run_1/final_placement.png
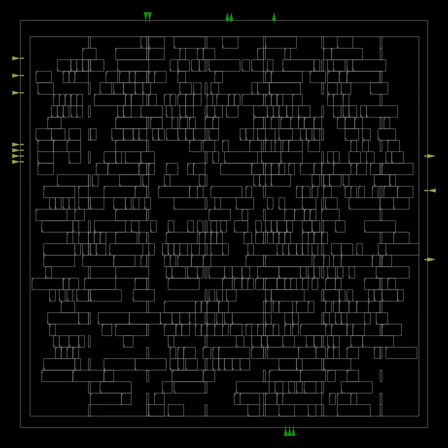
run_1/cell_classes.png
Drawn at 3 px/µm.
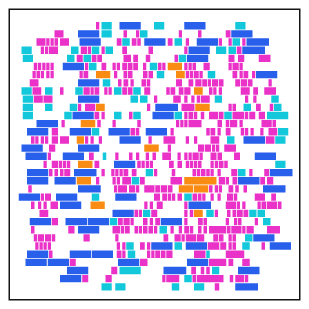
run_1/registers.png
Drawn at 3 px/µm. Other sequential cells in the stronger grey, the rest of the logic in the fainter grey.
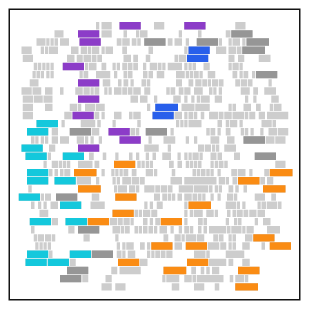
Design ps2_host_tx, sky130hd; sources not shown.
==> flow_summary.toml, run 1 <==
# yosys + openroad results
[final_layout]
layout-drive-gt1-share_pct = 24.2
final_nets = 586

[synthesis]
ys_warn_count = 0
yosys_cells = 492
syn-cell-area_um2 = 3410
fp_nets = 508
ys_types = 40
synth.avg_cell_area_um2 = 6.94
flop_cell = "dfxtp_1"

[timing]
final-max-slew-violation-count = 0
period_used_pct = 93.1
layout_min_cycle_time_ns = 1.77
setup_violations = 0
tns_ns = 0
fmax_mhz = 566
max_slew_margin_pct = 36.8
final.setup_skew_ns = 0.0131

[placement]
hpwl_mm = 6.37
gp_congestion = 0.895

[global_route]
grt_use_met1_pct = 27.5
grt_usage_pct = 19.8
grt_max_degree = 24
grt_pass1_wl_mm = 14.2
grt_pass1_vias = 3060
met3_usage_pct = 2.98

[power_and_ir_drop]
intPower_mw = 2.24
p_clk_share_pct = 41.7
p_clk_mw = 1.27
comb_cell_power_mw = 0.346

[route]
initialDrtViolationCount = 129
postRouteWirelength_mm = 8.50
final_antenna_net_count = 0
drc = 0
vias = 3301
vias_per_cell = 4.85

[run_status]
outcome = "finished clean"

[setup_path]
cp_max_fo = 8
startpoint_type = "flip-flop"
cp-end-kind = "flip-flop"
worstPathRequired_ns = 2.16
critPathKind = "reg2reg"
rr_worst_depth = 12

[clock_network]
post_cts_resized = 2
cts_root_buf = "clkbuf_8"
cts_buffer_depth = 2
cts_max_level = 3
cts_buffers = 9
cts_tree = "built"
cts.sinks = 66

[job]
openroad.warnings = 28

[floorplan]
fp.dieW_um = 96.4

[min_path]
whs_path_depth = 1
Notes on final_placement.png above:
flop share of the area: 30.1%
final core utilization: 53.7%
# rows: 33
flip-flops: 66
core area: 8260 µm²

Notes on cell_classes.png above:
magenta -> all other logic  # cells 417, share of their area 49%
cyan -> other buffers and delay cells  # cells 76, share of their area 15%
blue -> flip-flops  # cells 66, share of their area 31%
orange -> clock drivers and dummy loads  # cells 16, share of their area 4.9%
final instance area: 4440 µm²

Notes on registers.png above:
purple -> r_sh  # sequential cells 11
blue -> r_bitcnt  # sequential cells 4, where north
orange -> r_timer  # sequential cells 20
cyan -> g_cond.r_hist  # sequential cells 16
reported sequential group power: 1.43 mW
register area: 1330 µm²

[run 1: logic make-up (layout without fill, tap and decap cells)]
group / count (synthesis) / count (layout) / synth area share [%]
adders and majority gates: 3 / 3 / 1.10
and+or+nand+nor: 275 / 275 / 37.6
buffers and inverters: 80 / 163 / 9.46
muxes: 1 / 1 / 0.293
xor gates and xnor gates: 13 / 13 / 3.34
AOI/OAI and AO/OA: 54 / 54 / 9.46
DFF: 66 / 66 / 38.7
[run 1: layout make-up]
class / instances / area, µm²
clock inverter: 6 / 72.6
inverter: 71 / 269
tap: 105 / 131
sequential: 66 / 1330
clock buffer: 10 / 138
fill: 803 / 3820
timing repair buffer: 76 / 631
multi-input combinational: 346 / 1860
[run 1: through the flow]
step | utilization (%) | total power, mW | worst slack [ns] | cell area [µm²] | std cells
floorplan | - | 1.64 | 0.181 | 3410 | 492
CTS | 52.6 | 3.07 | -0.000783 | 4350 | 680
global route | 53.7 | 3.18 | -0.0213 | 4440 | 680
finish | 53.7 | 3.04 | 0.132 | 4440 | 680
detailed placement | 50.0 | 1.80 | -0.158 | 4130 | 664
global placement | 50.0 | 1.80 | -0.129 | 4130 | 664
[run 1: routing by layer]
layer,part of all wire [%],up-vias
li1,-,1742
met1,50,1492
met2,45,55
met3,3.9,12
met4,1.5,0
met5,0,-
[run 1: worst max-delay path, stage by stage (launching register included)]
cell and delay [ns]:
dfxtp_2 0.35, inv_1 0.16, nor2_2 0.07, inv_2 0.07, nor2_4 0.04, inv_2 0.06
o21ai_2 0.05, a21oi_2 0.15, nand2_4 0.12, clkbuf_4 0.22, nor2_4 0.18, nand2_1 0.09
a21oi_1 0.13
[run 1: synthesized netlist by cell type (2+ instances only)]
cell type / count / area, µm²
nor2_1: 54 / 203
xor2_1: 9 / 78.8
and3_1: 2 / 12.5
nand3_1: 34 / 170
nor3b_2: 2 / 25.0
clkbuf_1: 6 / 22.5
a211oi_2: 2 / 25.0
a21oi_2: 2 / 17.5
buf_6: 3 / 33.8
nor2_4: 4 / 45.0
nand2_1: 118 / 443
or2_1: 5 / 31.3
a21oi_1: 17 / 85.1
inv_2: 8 / 30.0
dfxtp_1: 66 / 1320
inv_1: 63 / 236
xnor2_1: 4 / 35.0
nand2_2: 2 / 12.5
ha_1: 3 / 37.5
nor3_2: 3 / 30.0
o21a_1: 2 / 15.0
or2_2: 8 / 50.1
nor2_2: 4 / 25.0
o211ai_1: 3 / 22.5
nand4_1: 18 / 113
nor3_1: 15 / 75.1
o21ai_1: 8 / 40.0
o21ai_0: 15 / 75.1
[run 1: cell usage in the layout, fill, tap and decap left out, types with 7 or more instances in the layout]
cell type | netlist | routed
buf_4 | 0 | 52
nand3_1 | 34 | 33
nor3_1 | 15 | 11
clkdlybuf4s50_1 | 0 | 11
inv_2 | 8 | 9
or2_2 | 8 | 8
o21ai_0 | 15 | 13
inv_1 | 63 | 61
nand2_1 | 118 | 115
nor2_1 | 54 | 47
dfxtp_2 | 0 | 10
o21ai_1 | 8 | 10
nor2_4 | 4 | 7
dfxtp_1 | 66 | 56
a21oi_1 | 17 | 16
nand4_1 | 18 | 18
xor2_1 | 9 | 9
clkbuf_8 | 0 | 10
nor2_2 | 4 | 8
## Run 2: what changed since run 1
--- a/config.mk
+++ b/config.mk
@@ -9,11 +9,10 @@
 export ABC_CLOCK_PERIOD_IN_PS = 1900
 export CAP_MARGIN = 20
 export CORE_MARGIN = 2
-export CORE_UTILIZATION = 40
-export CTS_CLUSTER_DIAMETER = 40
+export CORE_UTILIZATION = 60
 export DETAILED_ROUTE_END_ITERATION = 6
 export HOLD_SLACK_MARGIN = 0.08
-export PLACE_DENSITY = 0.53
+export PLACE_DENSITY = 0.76
 export RECOVER_POWER = 100
 export SLEW_MARGIN = 15
 export SYNTH_ARGS = -nofsm -noshare
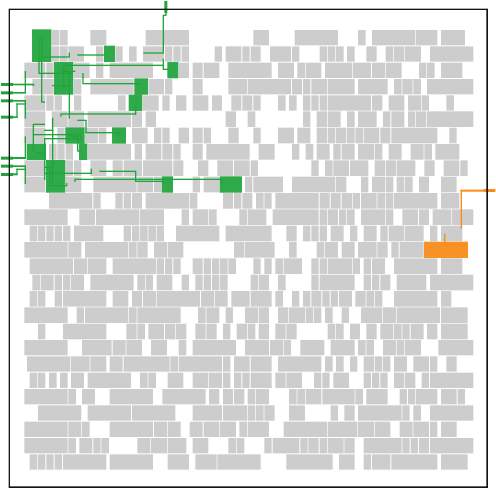
run_2/port_nets.png
Drawn at 6 px/µm.
green -> tx_data  # bits 8, direction input, edge 7 west, 1 north, end cells 16, buffers 14, wire 245 µm
orange -> tx_done  # bits 1, direction output, edge east, end cells 1, buffers 1, wire 15.1 µm
IO buf count: 17
num ports: 18

==> run 2 against run 1 <==
Net effect: hold slack worse by 0.00065 ns; total power is 5.0% lower; sequential share of layout area is 0.35 points higher; critical endpoint is now ps2_clk_oe; die area is 32% lower; via count is 3.5% higher; non-clock buffer count stayed put; register-to-register slack worse by 0.06 ns; synthesized cell count stayed put; design area is 1.3% lower.
==> flow_summary.toml, run 2 <==
# yosys + openroad results
[clock_network]
cts_root_buf = "clkbuf_8"
cts_hold_buf = 0
cts_buffers = 9
cts.sinks = 66
cts_max_level = 3
cts_tree = "built"
cts_buffer_depth = 2
clk_pin_slew_ns = 0.08

[final_layout]
post-route-util_pct = 79.5
design_area_um2 = 4380
antenna_cells = 0
finalNonFillerCells = 647
lay_top_count = "nand2_1"
final_cell_mix = "nand2_1, inv_1, dfxtp_1"
largest_register_ffs = 20
final_nets = 586
layout-drive-gt1-share_pct = 24.3

[setup_path]
worstPathRequired_ns = 2.15
cp_max_fo = 3
cp-end-kind = "flip-flop"
critPathKind = "reg2reg"
worstPathCellList = "ha_2 -> nand3_1 -> nor2_1 -> nand3_1 -> buf_4 -> a21oi_2 -> nand3_1 -> nand2_1 -> o21ai_1 -> and2_1"
crit_path_top_delay_cell = "dfxtp_1"
cp_slowest_stage_delay_ns = 0.35
rr_worst_depth = 10
critPathArrivalTime_ns = 2.08
startpoint_type = "flip-flop"
cpMostUsedCell = "nand3_1"

[synthesis]
syn-cell-area_um2 = 3410
fp_nets = 508
top_cell = "nand2_1"
top_cell_area_share_pct = 38.7
ys_area_um2 = 3410
syn_inst = 492
flop_cell = "dfxtp_1"
ys_warn_count = 0
ys_ff = 66
yosysTopAreaCell = "dfxtp_1"
synth.avg_cell_area_um2 = 6.94
area_leaders = "dfxtp_1, nand2_1, inv_1"
yosys_cells = 492
ys_types = 40
top_cells_by_count = "nand2_1, dfxtp_1, inv_1"

[global_route]
grt_pass1_wl_mm = 14.6
grt_max_degree = 24
antenna_found_initial = 0
grt_usage_pct = 29.8
grt_pass1_vias = 3312

[route]
wl_per_cell_um = 13.3
vias_per_cell = 5.28
vias = 3418
initialDrtViolationCount = 205
final_antenna_net_count = 0
first_pass_iters = 5
postRouteWirelength_mm = 8.60
drc = 0

[min_path]
whs_path_depth = 1
hp-class = "reg2reg"

[placement]
gp_congestion = 0.904
post-place-cells = 631
placed_area_um2 = 4080
hpwl_mm = 6.45

[floorplan]
fp.dieH_um = 79.4
fp.dieW_um = 79.4
die_area_um2 = 6310
fp-row-count = 27

[timing]
max_slew_margin_pct = 43.1
worst_pin_slew_ns = 0.854
layout_min_cycle_time_ns = 1.82
fmax_mhz = 548
final-max-slew-violation-count = 0
final.setup_skew_ns = 0.00792
setup_violations = 0
period_used_pct = 96.0

[power_and_ir_drop]
p_leak_nw = 1.99

[run_status]
outcome = "finished clean"

[job]
openroad.warnings = 28
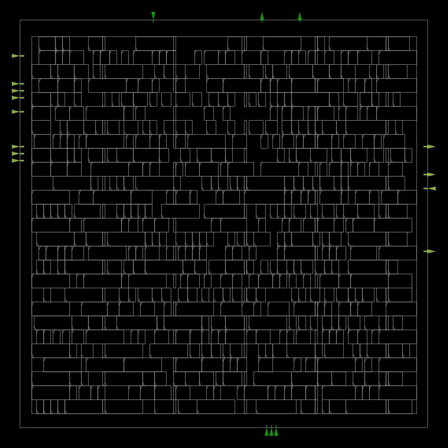
run_2/final_placement.png
Filler Cells Inserted: 404
core area: 5510 µm²

[run 2: where the power goes]
part | internal [mW] | switching [mW] | total [mW]
sequential | 1.42 | 0.0122 | 1.43
combinational | 0.165 | 0.185 | 0.350
clock | 0.497 | 0.614 | 1.11
total | 2.08 | 0.812 | 2.89
[run 2: per-layer routing]
layer  up-vias  routed length, µm  share of wire, %  global-route usage (%)
li1       1738                  -                 -                       -
met1      1533               3870                45                    38.2
met2       125               4040                47                    49.2
met3        22                483               5.6                    6.33
met4         0                204               2.4                    11.6
met5         -                  0                 0                       0
[run 2: area by class of cell]
| cell class | instances | area [µm²] |
|---|---|---|
| multi-input cells | 346 | 1870 |
| inverters | 71 | 269 |
| clock inverters | 7 | 61.3 |
| flip-flops and latches | 66 | 1330 |
| clock buffers | 9 | 124 |
| fillers | 404 | 1130 |
| repair buffers | 76 | 634 |
| well taps | 72 | 90.1 |
[run 2: cell families after synthesis]
kind of cell / share of synthesized area, %
AND/OR/NAND/NOR: 37.6
buffers and inverters: 9.46
flip-flops: 38.7
AND-OR/OR-AND: 9.46
XOR/XNOR: 3.34
adder cells (fa/ha/maj): 1.10
multiplexers: 0.293
[run 2: what timing repair did]
action	4_1_cts	5_1_grt
setup endpoints to repair	6	25
pin swaps	0	7
resized	2	36
buffers inserted	0	0
[run 2: metrics by stage]
step	hold WS, ns	worst slack (ns)	power, mW	TNS, ns
after floorplan	0.393	0.181	1.64	0
after global placement	0.401	-0.118	1.79	-0.126
after detailed placement	0.408	-0.233	1.80	-0.443
after CTS	0.424	0.00787	2.91	0
after global routing	0.436	-0.0634	3.02	-0.149
final	0.420	0.0754	2.89	0
[run 2: worst max-delay path, delay by kind of cell (launching register included)]
family | cells | cell delay (ns)
adder cells (fa/ha/maj) | 1 | 0.22
AND-OR/OR-AND | 2 | 0.24
flip-flops | 1 | 0.35
AND/OR/NAND/NOR | 6 | 0.77
buffers and inverters | 1 | 0.16
Power is estimated from default activity; no workload was simulated.
